Design program_loader_flat, sky130hd; sources not shown.
Run 1, routed clock nets over the placement:
Scale bar: 20 um.
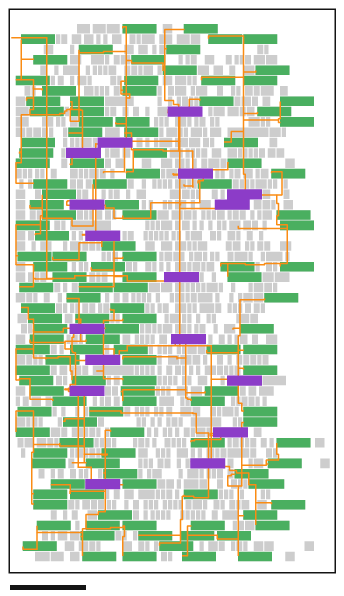
[green] flip-flops | count: 136
[orange] clock wires | length: 1780 um
[purple] clock-net drivers | count: 17
flops lie: spread over the die
Clk pwr share: 22.0%
clock group total power: 2.70 mW
clock skew: 0.00872 ns

Run 1, clock routing:
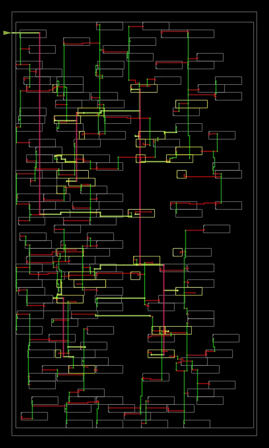
worst-skew pair later-pin latency: 0.42 ns
Flops: 136
CLK BUF: 17
clk sink count: 136

Run 1, sequential cells coloured by netlist name:
Other sequential cells in the stronger grey, the rest of the logic in the fainter grey.
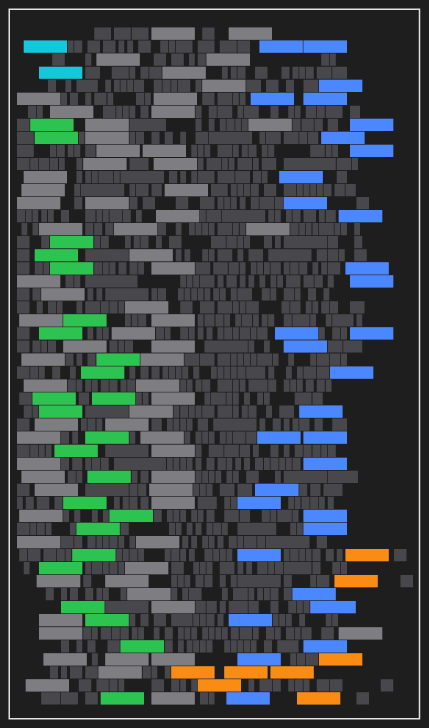
[cyan] `u_core.u_asm.idx` | placed flops: 2
[green] `u_core.u_asm.part` | placed flops: 24
[blue] `u_core.wcnt_q` | placed flops: 32
[orange] `u_core.rom_address` | placed flops: 8
not coloured: 70
register area: 0.00340 mm2
seq pwr: 4.06 mW
fin util: 70.9%
flop share of the area: 41.0%

==> changes_impl.md, run 1 <==
## Implementation

- Status: finished clean
- Synth top area cells: dfrtp_1 48%, nand2_1 12%, o21ai_0 8.2%
- Met3 Use GR: 4.58%
- Cycle use final: 91.5%
- TritonCTS clock tree: built
- CP arrival: 2.50 ns
- Design Power: 12.3 mW
- WP buf/inv: 0
- Logic area: 0.00315 mm2
- FF-to-FF path depth: 10
- Worst-Margin Slew: 0.621 ns
- Worst R2R Setup Slack: 0.20 ns
- Register share of total power: 32.9%
- P_int: 6.27 mW
- Die area: 0.0126 mm2
- Post-synth top flop: dfrtp_1
- Pre-Place Util: 60.1%
- Register share after synthesis: 48.3%
- Vias: 6381
- Fa+ha+maj area frac: 0.533%
- Leakage power: 4.01 nW
- Post-synth top area cell: dfrtp_1
- AO/OA Area Share: 11.4%
- Biggest Area Class: sequential cells
- XOR-XNOR Cells, Area Fraction: 5.67%
- GR Util All Layers: 32.7%
- Crit start category: register
- CTS buffer count: 17
- EDFF count, synth: 0
- Root buf cell: clkbuf_16
- Fmax: 455 MHz
- Crit Path Max Fanout: 6
- Post-CTS Hold Fix Bufs: 1
- Cells after Synth: 890
- DRT antenna net count: 0
- Sw Share: 49.1%
- Power Density: 1480 mW/mm2
- Clock-cell share: 7.21%
- Initial DRC count: 444
- Fillers: 852
- Rows: 52
- Multiplexer share: 0%
- Standard cell core area: 0.0117 mm2
- First-pass GRT wire length: 31400 um
- Via/cell ratio: 5.77
- Number of global-route vias before repair: 6364
- Initial antenna violation count: 0
- Data required, critical path: 2.71 ns
- Die W: 85.3 um
- AND/OR/NAND/NOR Cells, Area Fraction: 27.0%
- Synth Cell Area: 0.00704 mm2
- Residual DRC: 0
- Die Y-Extent: 148 um
- Crit-path max cell delay: 0.47 ns
- Ratio of cells with drive above 1 in the final layout: 14.0%
- Final Critical Period: 2.20 ns
- Setup bufs post-CTS: 0
- Busiest grt layer: met2
- Logic power comb: 5.56 mW
- Buffers, non-clock: 75
- Post-CTS sizing: 0
- Comb power frac: 45.1%
- Post-DP HPWL: 13500 um
- # H-tree levels: 4
- Worst path cell trace: ha_1 > nand2_1 > nor2_1 > nand3_1 > nor2_1 > nand3_1 > nor2_2 > nand4_1 > o21ai_1 > a21oi_1
- Met3 WL: 864 um
- Synth warn: 0
- Max-cap check violation count: 0
- # setup viols final: 0
- Top cell type's share of synthesized area: 48.3%
- Final hold violation count: 0
- Max layer used: met4
- Chip Area, Yosys: 0.00704 mm2
- Largest net degree at the start of global routing: 68
run 1: stage by stage:
| step | TNS [ns] | setup WS (ns) | util, % | instances | cell area [um2] |
|---|---|---|---|---|---|
| floorplan | 0 | 0.128 | - | 891 | 7040 |
| global placement | 0 | 0.159 | 65.6 | 1072 | 7690 |
| detailed placement | 0 | 0.124 | 65.6 | 1072 | 7690 |
| CTS | 0 | 0.107 | 70.8 | 1105 | 8300 |
| global route | -0.0133 | -0.0133 | 70.9 | 1105 | 8300 |
| finish | 0 | 0.204 | 70.9 | 1105 | 8300 |
run 1: worst reg2reg max path: stages, from the launching register on:
cell	delay, ns
dfrtp_2	0.47
ha_1	0.20
nand2_1	0.08
nor2_1	0.14
nand3_1	0.19
nor2_1	0.29
nand3_1	0.21
nor2_2	0.17
nand4_1	0.13
o21ai_1	0.15
a21oi_1	0.06
Run 1, placed cells, one colour a class:
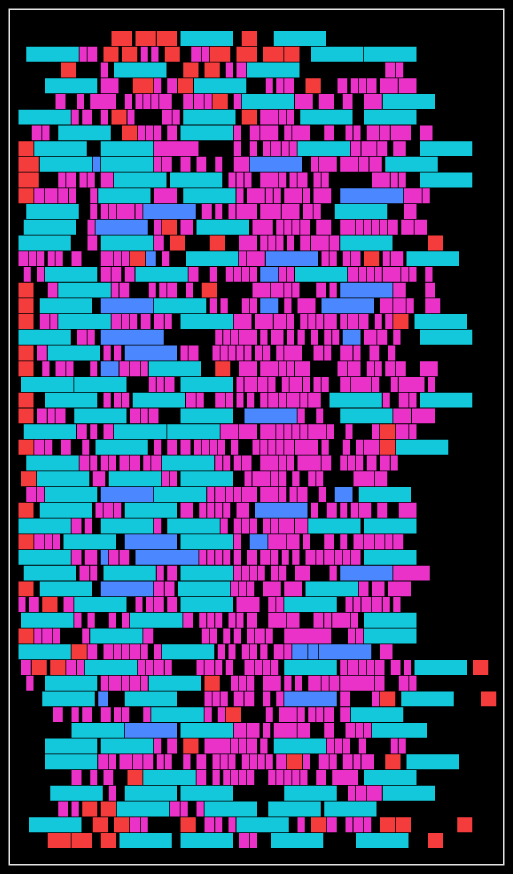

--- run 2 (diff from run 1) ---
--- a/config.mk
+++ b/config.mk
@@ -7,12 +7,12 @@
 export LEC_CHECK = 0
 export ABC_AREA = 1
 export CORE_ASPECT_RATIO = 1.75
-export CORE_UTILIZATION = 58
+export CORE_UTILIZATION = 25
 export CTS_BUF_LIST = sky130_fd_sc_hd__clkbuf_16
 export CTS_CLUSTER_DIAMETER = 50
 export DETAILED_ROUTE_END_ITERATION = 12
 export GPL_ROUTABILITY_DRIVEN = 0
-export PLACE_DENSITY = 0.84
+export PLACE_DENSITY = 0.45
 export SYNTH_ARGS = -nofsm -noshare
 export SYNTH_HDL_FRONTEND = slang
 export SYNTH_SLANG_ARGS = --single-unit
Run 2, placed cells, one colour a class:
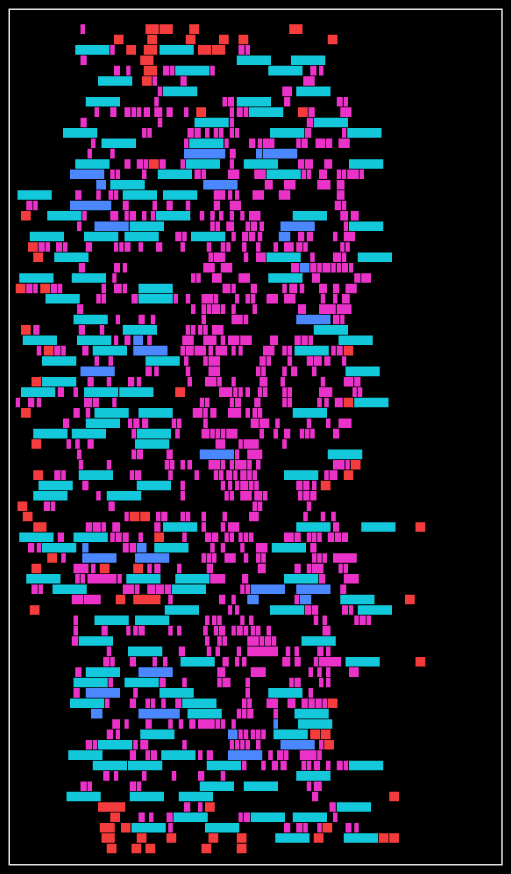
[red] remaining buffers and delay cells | cells: 77 | share of their area: 7.7%
[magenta] remaining logic cells | cells: 727 | share of their area: 43%
[blue] clock drivers and dummy loads | cells: 32 | share of their area: 7.4%
[cyan] sequential cells | cells: 136 | share of their area: 42%
flop share of the area: 39.4%
Finished Cell Area: 0.00863 mm2
standard cell core area: 0.0274 mm2
fin util: 31.5%
Rows: 80

Run 2, sequential cells coloured by netlist name:
Other sequential cells in the stronger grey, the rest of the logic in the fainter grey.
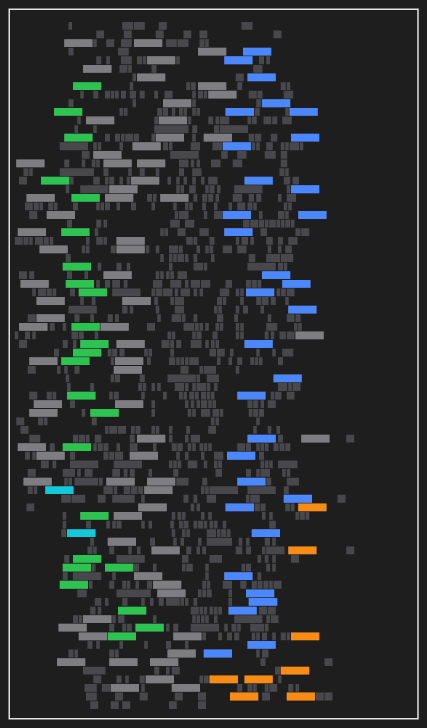
[blue] `u_core.wcnt_q` | placed flops: 32 | where: a vertical strip down the middle
[orange] `u_core.rom_address` | placed flops: 8
[green] `u_core.u_asm.part` | placed flops: 24
[cyan] `u_core.u_asm.idx` | placed flops: 2
not coloured: 70
register area: 0.00340 mm2
seq pwr: 4.05 mW

==> run 2 against run 1 <==
  * Hold slack got worse by 0.15 ns
  * Critical endpoint unchanged
  * Sequential cell count unchanged
  * Clock skew fell by 0.0026 ns
  * Power grew 0.67%
  * Synthesized cell count stayed put
  * Sequential share of layout area down 1.6 points
  * Utilization decreased by 39 points
  * Cell area is 4.0% higher
==> changes_impl.md, run 2 <==
## Implementation

- Clock skew: 0.00607 ns
- Met3 WL: 444 um
- Design Power: 12.4 mW
- Worst-Margin Slew: 0.685 ns
- Number of global-route vias before repair: 6107
- CTS buffer count: 17
- GR Util All Layers: 15.9%
- Crit-path max cell delay: 0.41 ns
- Clk pwr share: 21.9%
- Crit Path Max Fanout: 4
- Slew Limit Headroom: 54.0%
- Worst-skew pair later-pin latency: 0.44 ns
- Top cell type's share of synthesized area: 48.3%
- CP arrival: 2.53 ns
- Register share of total power: 32.6%
- Placed cell areas: 0.00802 mm2
- Yosys cell types: 42
- Status: finished clean
- Final worst setup slack: 0.194 ns
- EDFF count, synth: 0
- # setup viols final: 0
- Chip Area, Yosys: 0.00704 mm2
- Max layer used: met4
- TritonCTS clock tree: built
- Post-DP HPWL: 16400 um
- OpenROAD warning count: 26
- Synth top area cells: dfrtp_1 48%, nand2_1 12%, o21ai_0 8.2%
- Busiest grt layer: met2
- WP buf/inv: 0
- Commonest Layout Cell: nand2_1
- Clock group total power: 2.72 mW
- Post-synth top flop: dfrtp_1
- Initial antenna violation count: 0
- Cycle use final: 91.9%
- P_int: 6.30 mW
- Comb power frac: 45.4%
- Power Density: 1440 mW/mm2
- Initial DRC count: 235
- Worst path cell trace: ha_1 > nand2_1 > nor2_1 > nand3_1 > nor2_1 > nand3_1 > nor2_2 > nand4_1 > o21ai_1 > a21oi_1
- Sw Share: 49.2%
- Cells after Synth: 890
- Die Y-Extent: 224 um
- CP top delay family: simple AND/OR/NAND/NOR gates
- Slew Viols, Final: 0
- Logic power comb: 5.63 mW
- Data required, critical path: 2.72 ns
- Total grt overflow: 0
- Final hold violation count: 0
- Post-synth top area cell: dfrtp_1
- Hold slack: 0.216 ns
- Synth Cell Area: 0.00704 mm2
- Synth warn: 0
- Final Non-Filler Cells: 1341
- Fmax: 453 MHz
- Root buf cell: clkbuf_16
- Final nets: 973
- Crit path max-delay cell type: dfrtp_1
- Vias: 5928
- Ratio of cells with drive above 1 in the final layout: 14.2%
- Routed length on met2: 11800 um
- Largest net degree at the start of global routing: 89
- Final Critical Period: 2.21 ns
- Count leader, synth: nand2_1
- Top cells excl fill/tap: 228 x nand2_1, 136 x dfrtp_1, 116 x o21ai_0, 94 x inv_1, 89 x nor2_1
- Leakage power: 4.01 nW
- Die W: 129 um
- Port bufs: 55
- Residual DRC: 0
- Top pwr grp: combinational logic
- First-pass GRT wire length: 34000 um
- Register share after synthesis: 48.3%
- WL met1: 8190 um
- Die area: 0.0289 mm2
- FF-to-FF path depth: 10
- Clock transition at the registers of the reported paths: 0.06 ns
- Placed Instances: 1308
- Max-cap check violation count: 0
- # H-tree levels: 4
- Clk sink count: 136
- Setup bufs post-CTS: 0
- Ys async rst share: 100%
- Pre-Place Util: 25.7%
- Via/cell ratio: 4.42
- Crit start category: register
- DRT Wirelength: 21300 um
- Worst R2R Setup Slack: 0.19 ns
- DRT antenna net count: 0
- Met3 Use GR: 2.67%
- Setup TNS: 0 ns
- Pre-CTS setup slack: 0.168 ns
-- run 2: final cells by class --
cell class              instances  area (um2)
clock buffers                  17         425
clock inverters                15         176
fillers                      3043       18800
inverters                     102         383
multi-input cells             625        3150
flip-flops and latches        136        3400
well taps                     369         462
repair buffers                 77         632
-- run 2: kinds of logic (layout without fill, tap and decap cells) --
kind of cell	after synthesis	in the layout	share of synthesized area, %
AND-OR/OR-AND	152	152	11.4
buffers and inverters	130	211	7.07
AND/OR/NAND/NOR	424	424	27.0
flip-flops	136	136	48.3
XOR/XNOR	44	44	5.67
adder cells (fa/ha/maj)	3	3	0.533
other	1	2	0.0533
-- run 2: repair_timing --
action                                  4_1_cts  5_1_grt
hold endpoints to repair                     77        0
hold buffers                                  1        0
resized                                       0        1
endpoints found under the setup margin        0        2
Power is estimated from default activity; no workload was simulated.
